`src/rtl/bsram_cpu_core.sv`:
```
// bsram_cpu_core: 8-bit accumulator CPU running from a 1-cycle-latency program BRAM, with a write-only VRAM port.
// Define CPU_TRACE_EN for a simulation-only instruction trace.
module bsram_cpu_core #(
  parameter int ADDR_W = 13,
  parameter int VADDR_W = 10,
  parameter logic [ADDR_W-1:0] RESET_PC = '0
) (
  input  logic               clk,
  input  logic               rst,
  input  logic [7:0]         dout,
  output logic [7:0]         din,
  output logic [ADDR_W-1:0]  ada,
  output logic               cea,
  output logic               ceb,
  output logic [ADDR_W-1:0]  adb,
  output logic [VADDR_W-1:0] v_ada,
  output logic               v_cea,
  output logic [7:0]         v_din
);
  // Every byte read walks ISSUE -> WAIT -> USE; the stage prefix says which byte is being read.
  typedef enum logic [3:0] {OP_I, OP_W, OP_U, B1_I, B1_W, B1_U, B2_I, B2_W, B2_U, D_I, D_W, D_U, WR, HALT} state_t;
  state_t st, nx;
  logic [ADDR_W-1:0] pc, pc_n, ea, ea_n, ada_n, adb_n;
  logic [VADDR_W-1:0] v_ada_n;
  logic [7:0] a, a_n, x, x_n, ir, ir_n, din_n, v_din_n;
  logic z, z_n, c, c_n, cea_n, ceb_n, v_cea_n;
  logic [8:0] sum;
  assign sum = {1'b0, a} + {1'b0, dout};
  function automatic logic one_b(input logic [7:0] op);
    return op inside {8'h01, 8'h02, 8'h05, 8'h06, 8'h0C};
  endfunction
  function automatic logic two_b(input logic [7:0] op);
    return op inside {8'h03, 8'h04, 8'h09, 8'h0A, 8'h0B};
  endfunction
  always_ff @(posedge clk or posedge rst)
    if (rst) begin
      st <= OP_I;
      pc <= RESET_PC;
      ea <= '0;
      a <= '0;
      x <= '0;
      ir <= '0;
      z <= 1'b0;
      c <= 1'b0;
      din <= '0;
      ada <= '0;
      cea <= 1'b0;
      ceb <= 1'b0;
      adb <= '0;
      v_ada <= '0;
      v_cea <= 1'b0;
      v_din <= '0;
    end else begin
      st <= nx;
      pc <= pc_n;
      ea <= ea_n;
      a <= a_n;
      x <= x_n;
      ir <= ir_n;
      z <= z_n;
      c <= c_n;
      din <= din_n;
      ada <= ada_n;
      cea <= cea_n;
      ceb <= ceb_n;
      adb <= adb_n;
      v_ada <= v_ada_n;
      v_cea <= v_cea_n;
      v_din <= v_din_n;
    end
  always_comb begin
    nx = state_t'(st + 4'd1);
    case (st)
      OP_U: nx = dout == 8'h0D ? HALT : (one_b(dout) || two_b(dout)) ? B1_I : OP_I;
      B1_U: nx = two_b(ir) ? B2_I : OP_I;
      B2_U: nx = ir == 8'h03 ? D_I : (ir == 8'h04 || ir == 8'h0B) ? WR : OP_I;
      D_U, WR: nx = OP_I;
      HALT: nx = HALT;
      default: ;
    endcase
  end
  always_comb begin
    pc_n = pc;
    ea_n = ea;
    a_n = a;
    x_n = x;
    ir_n = ir;
    z_n = z;
    c_n = c;
    din_n = din;
    ada_n = ada;
    cea_n = 1'b0;
    ceb_n = 1'b0;
    adb_n = adb;
    v_ada_n = v_ada;
    v_cea_n = 1'b0;
    v_din_n = v_din;
    case (st)
      OP_I, B1_I, B2_I: begin
        adb_n = pc;
        ceb_n = 1'b1;
        pc_n = pc + 1'b1;
      end
      D_I: begin
        adb_n = ea;
        ceb_n = 1'b1;
      end
      OP_U: begin
        ir_n = dout;
        if (dout == 8'h07 || dout == 8'h08) begin
          x_n = dout == 8'h07 ? x + 8'd1 : x - 8'd1;
          z_n = x_n == 8'd0;
        end
      end
      B1_U: begin
        ea_n[7:0] = dout;
        case (ir)
          8'h01: begin a_n = dout; z_n = dout == 8'd0; end
          8'h02: begin x_n = dout; z_n = dout == 8'd0; end
          8'h05: begin {c_n, a_n} = sum; z_n = sum[7:0] == 8'd0; end
          8'h06: begin a_n = a - dout; c_n = a >= dout; z_n = a == dout; end
          8'h0C: begin v_cea_n = 1'b1; v_ada_n = VADDR_W'(x) + VADDR_W'(dout); v_din_n = a; end
          default: ;
        endcase
      end
      B2_U: begin
        ea_n = ADDR_W'({dout, ea[7:0]});
        if (ir == 8'h09 || (ir == 8'h0A && !z)) pc_n = ADDR_W'({dout, ea[7:0]});
      end
      D_U: begin
        a_n = dout;
        z_n = dout == 8'd0;
      end
      WR:
        if (ir == 8'h04) begin
          cea_n = 1'b1;
          ada_n = ea;
          din_n = a;
        end else begin
          v_cea_n = 1'b1;
          v_ada_n = ea[VADDR_W-1:0];
          v_din_n = a;
        end
      default: ;
    endcase
  end
`ifdef CPU_TRACE_EN
  logic [ADDR_W-1:0] op_pc;
  always @(posedge clk) begin
    if (st == OP_I) op_pc <= pc;
    if (!rst && st != OP_I && st != HALT && (nx == OP_I || nx == HALT))
      $display("trace pc=%h ir=%h a=%h x=%h z=%b c=%b", op_pc, ir_n, a_n, x_n, z_n, c_n);
    if (!rst && st != HALT && nx == HALT) $display("HALT");
  end
`endif
endmodule

```
`config.mk`:
```
export PLATFORM = sky130hd
export DESIGN_NAME = bsram_cpu_core
export DESIGN_NICKNAME = d
export VERILOG_FILES = /design/src/rtl/bsram_cpu_core.sv
export SDC_FILE = /design/constraint.sdc
export NUM_CORES = 1
export LEC_CHECK = 0
export ABC_AREA = 0
export CELL_PAD_IN_SITES_DETAIL_PLACEMENT = 1
export CELL_PAD_IN_SITES_GLOBAL_PLACEMENT = 1
export CORE_MARGIN = 1
export CORE_UTILIZATION = 44
export DETAILED_ROUTE_END_ITERATION = 7
export PLACE_DENSITY = 0.81
export SYNTH_ARGS = -nofsm -noshare
export SYNTH_HDL_FRONTEND = slang
export SYNTH_SLANG_ARGS = --single-unit
```
`constraint.sdc`:
```
create_clock -name clk -period 4.9 [get_ports clk]
set_input_delay 0.98 -clock clk [delete_from_list [all_inputs] [get_ports clk]]
set_output_delay 0.98 -clock clk [all_outputs]
set_load 0.1 [all_outputs]
```
==> images/m1.png <==
Bar = 20 µm. Supply wires on this layer in grey.
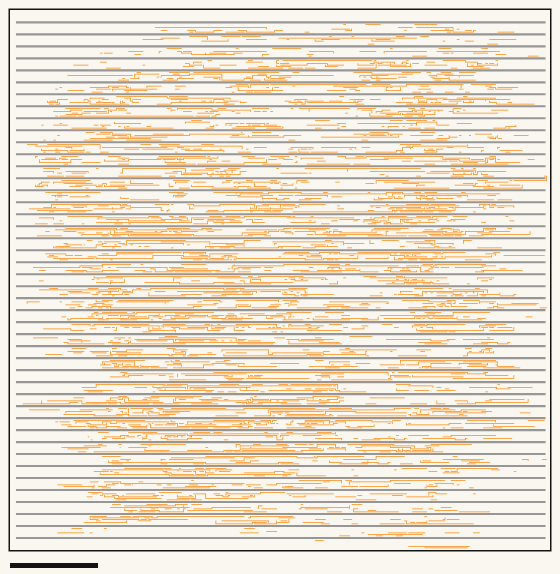
longest straight run: 39.6 µm
share of all routed wire: 45%
nets with wire on the layer: 742

==> images/m2.png <==
Bar = 20 µm.
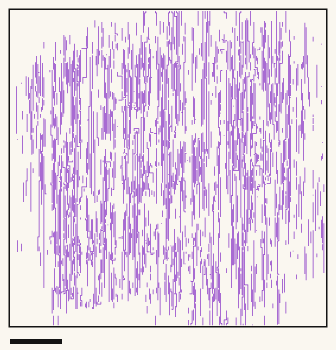
wire length on this layer: 9590 µm
share of all routed wire: 49%

==> results.json <==
{
  "ys_sh_mux_pct": 5.955,
  "die_w_um": 122.5,
  "ioPinCount": 65,
  "fp_util_pct": 45.49,
  "dr.first_iter.drc_count": 399,
  "stdcell_count": 956,
  "syn_nets": 765,
  "met1_length_mm": 8.892,
  "top_area_cell": "dfrtp_1",
  "syn_area_um2": 6387,
  "dr.pass1.iters": 5,
  "cp_max_fo": 7,
  "cts_tree": "done",
  "numCtsBuffers": 9,
  "highest_layer": "met4",
  "outcome": "finished clean",
  "async_flop_share_pct": 100.0,
  "cp_cell_sequence": "clkdlybuf4s50_1, nor4_1, nor4b_1, inv_1, fa_1, a211oi_1, nor2_1, xor2_1, nor4b_1, nand3_1, nor2_1, a2bb2oi_1",
  "power_leader": "combinational logic",
  "final_nets": 819,
  "post-dp-hpwl_mm": 14.25,
  "synth_warnings": 0,
  "grtUsageMet3_pct": 4.229,
  "gp_congestion": 0.9522,
  "ys_seq_share_pct": 43.10,
  "area_delta_synth_final_pct": 18.18,
  "syn_avg_cell_area_um2": 8.908,
  "topCellsByArea": "dfrtp_1, nand2_1, ha_1",
  "r2r_start": "st[1]$_DFF_PP0_",
  "crit_path_max_incr_delay_ns": 0.47,
  "log.warning_count": 37,
  "flop_cell": "dfrtp_1",
  "hp-start": "v_ada[9]$_DFFE_PP0P_",
  "pwr-share-clk_pct": 13.9,
  "rows": 43,
  "die-area_um2": 15000,
  "synthAdderAreaFrac_pct": 7.914,
  "ys_seq_elements": 110,
  "path_depth": 12,
  "r2r_cells": 9,
  "worst_pin_slew_ns": 0.9980,
  "grt_antenna_before_repair": 0,
  "wl_met2_mm": 9.592,
  "hold_path.class": "reg -> reg",
  "synthDominantCellAreaShare_pct": 43.10,
  "grt_pass1_vias": 6001,
  "synth-cells-yosys": 717,
  "port-buffer-count": 64,
  "via_per_inst": 5.973,
  "path_class": "in -> reg",
  "dp_cells": 940,
  "grt_util_met2_pct": 47.05,
  "grt_pass1_wl_mm": 32.08,
  "slew_headroom_pct": 33.26,
  "diodes": 0,
  "required_ns": 5.19,
  "yosys.area_share.aoi_pct": 18.04,
  "final_cell_mix": "nand2_1, dfrtp_1, clkdlybuf4s50_1",
  "use_met1_pct": 36.85,
  "slew_viol_final": 0,
  "cts_hold_buffers": 0,
  "fmax_mhz": 235.4,
  "cp_slowest_cell": "clkdlybuf4s50_1",
  "ys_sh_simple_pct": 18.81,
  "holdPathStages": 2,
  "leakagePower_uw": 0.003413,
  "p_per_area_nw_per_um2": 741.2,
  "endpoint": "z$_DFFE_PP0P_",
  "yosysUniqueCellTypes": 61,
  "p_switching_uw": 2970,
  "setup_ws_ns": 0.6518,
  "ys_sh_xor_pct": 2.468,
  "clkSlewWorstSetupHoldPaths_ns": 0.07,
  "cp-startpoint": "dout[4]",
  "powerSeq_uw": 1660,
  "postSynthCellCount": 717,
  "htree_levels": 3,
  "core_area_um2": 14040,
  "period_needed_ns": 4.248,
  "rsz0062_at_grt": "false",
  "wl_per_cell_um": 20.68,
  "drive_above_1_share_pct": 8.892,
  "pre_cts_ws_ns": 0.2138,
  "grt_max_degree": 72,
  "finalHoldViolCount": 0,
  "crit_arrival_ns": 4.53,
  "busiest_layer": "met2",
  "timing.final.crit_share_pct": 86.70,
  "yosysChipArea_um2": 6387,
  "vias": 5710,
  "layout_top_cell": "nand2_1",
  "cts_root_buf": "clkbuf_16",
  "wl_met3_um": 867,
  "clk_latency_ns": 0.36,
  "cp_num_buf_inv": 2,
  "die_y_um": 122.5,
  "seqPwrFrac_pct": 29.7,
  "setup_tns_ns": 0,
  "fin_skew_ns": 0.007039,
  "ir_drop_uv": 299.4,
  "switching_share_pct": 53.09,
  "netlist_top_cells_count": "nand2_1, dfrtp_1, nor2_1",
  "gr-total-overflow": 0,
  "worst-r2r-setup-slack_ns": 1.66,
  "combPwrFrac_pct": 56.5,
  "r2r-end": "z$_DFFE_PP0P_",
  "min_to": "v_ada[9]$_DFFE_PP0P_",
  "cts_buffer_depth": 2,
  "cts.sinks": 110,
  "crit_family": "simple AND/OR/NAND/NOR gates",
  "post_cts_buffers": 0,
  "maxCapViolCount": 0,
  "antenna_left": 0,
  "remaining_drc_errors": 0
}
==> images/m3.png <==
Cells faint in the background.
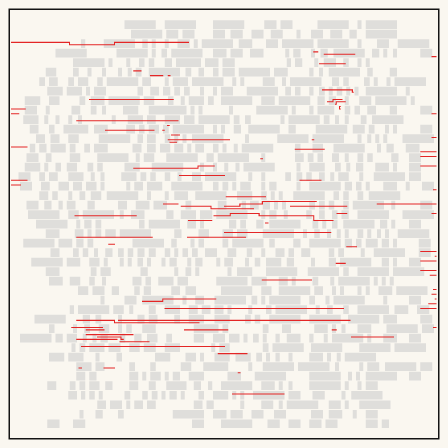
wire length on this layer: 867 µm
longest straight run: 66.2 µm

## final cells by class
type | instances | area (µm²)
Inverter | 22 | 85.08
Multi-Input combinational cell | 547 | 3408
Timing Repair Buffer | 81 | 768.2
Clock buffer | 10 | 239.0
Fill cell | 1627 | 6494
Clock inverter | 6 | 70.07
Tap cell | 180 | 225.2
Sequential cell | 110 | 2753
## through the flow
step / total power (µW) / cell area (µm²) / hold WS (ns) / utilization (%)
after floorplan: 3955 / 6387 / 0.4650 / -
after global placement: 4669 / 7239 / 0.4600 / 51.55
after detailed placement: 4797 / 7239 / 0.4754 / 51.55
after CTS: 5601 / 7548 / 0.4917 / 53.76
after global routing: 5934 / 7548 / 0.5128 / 53.76
final: 5595 / 7548 / 0.4868 / 53.76
Power figures rest on the tool's default switching activity, not on a simulated workload.
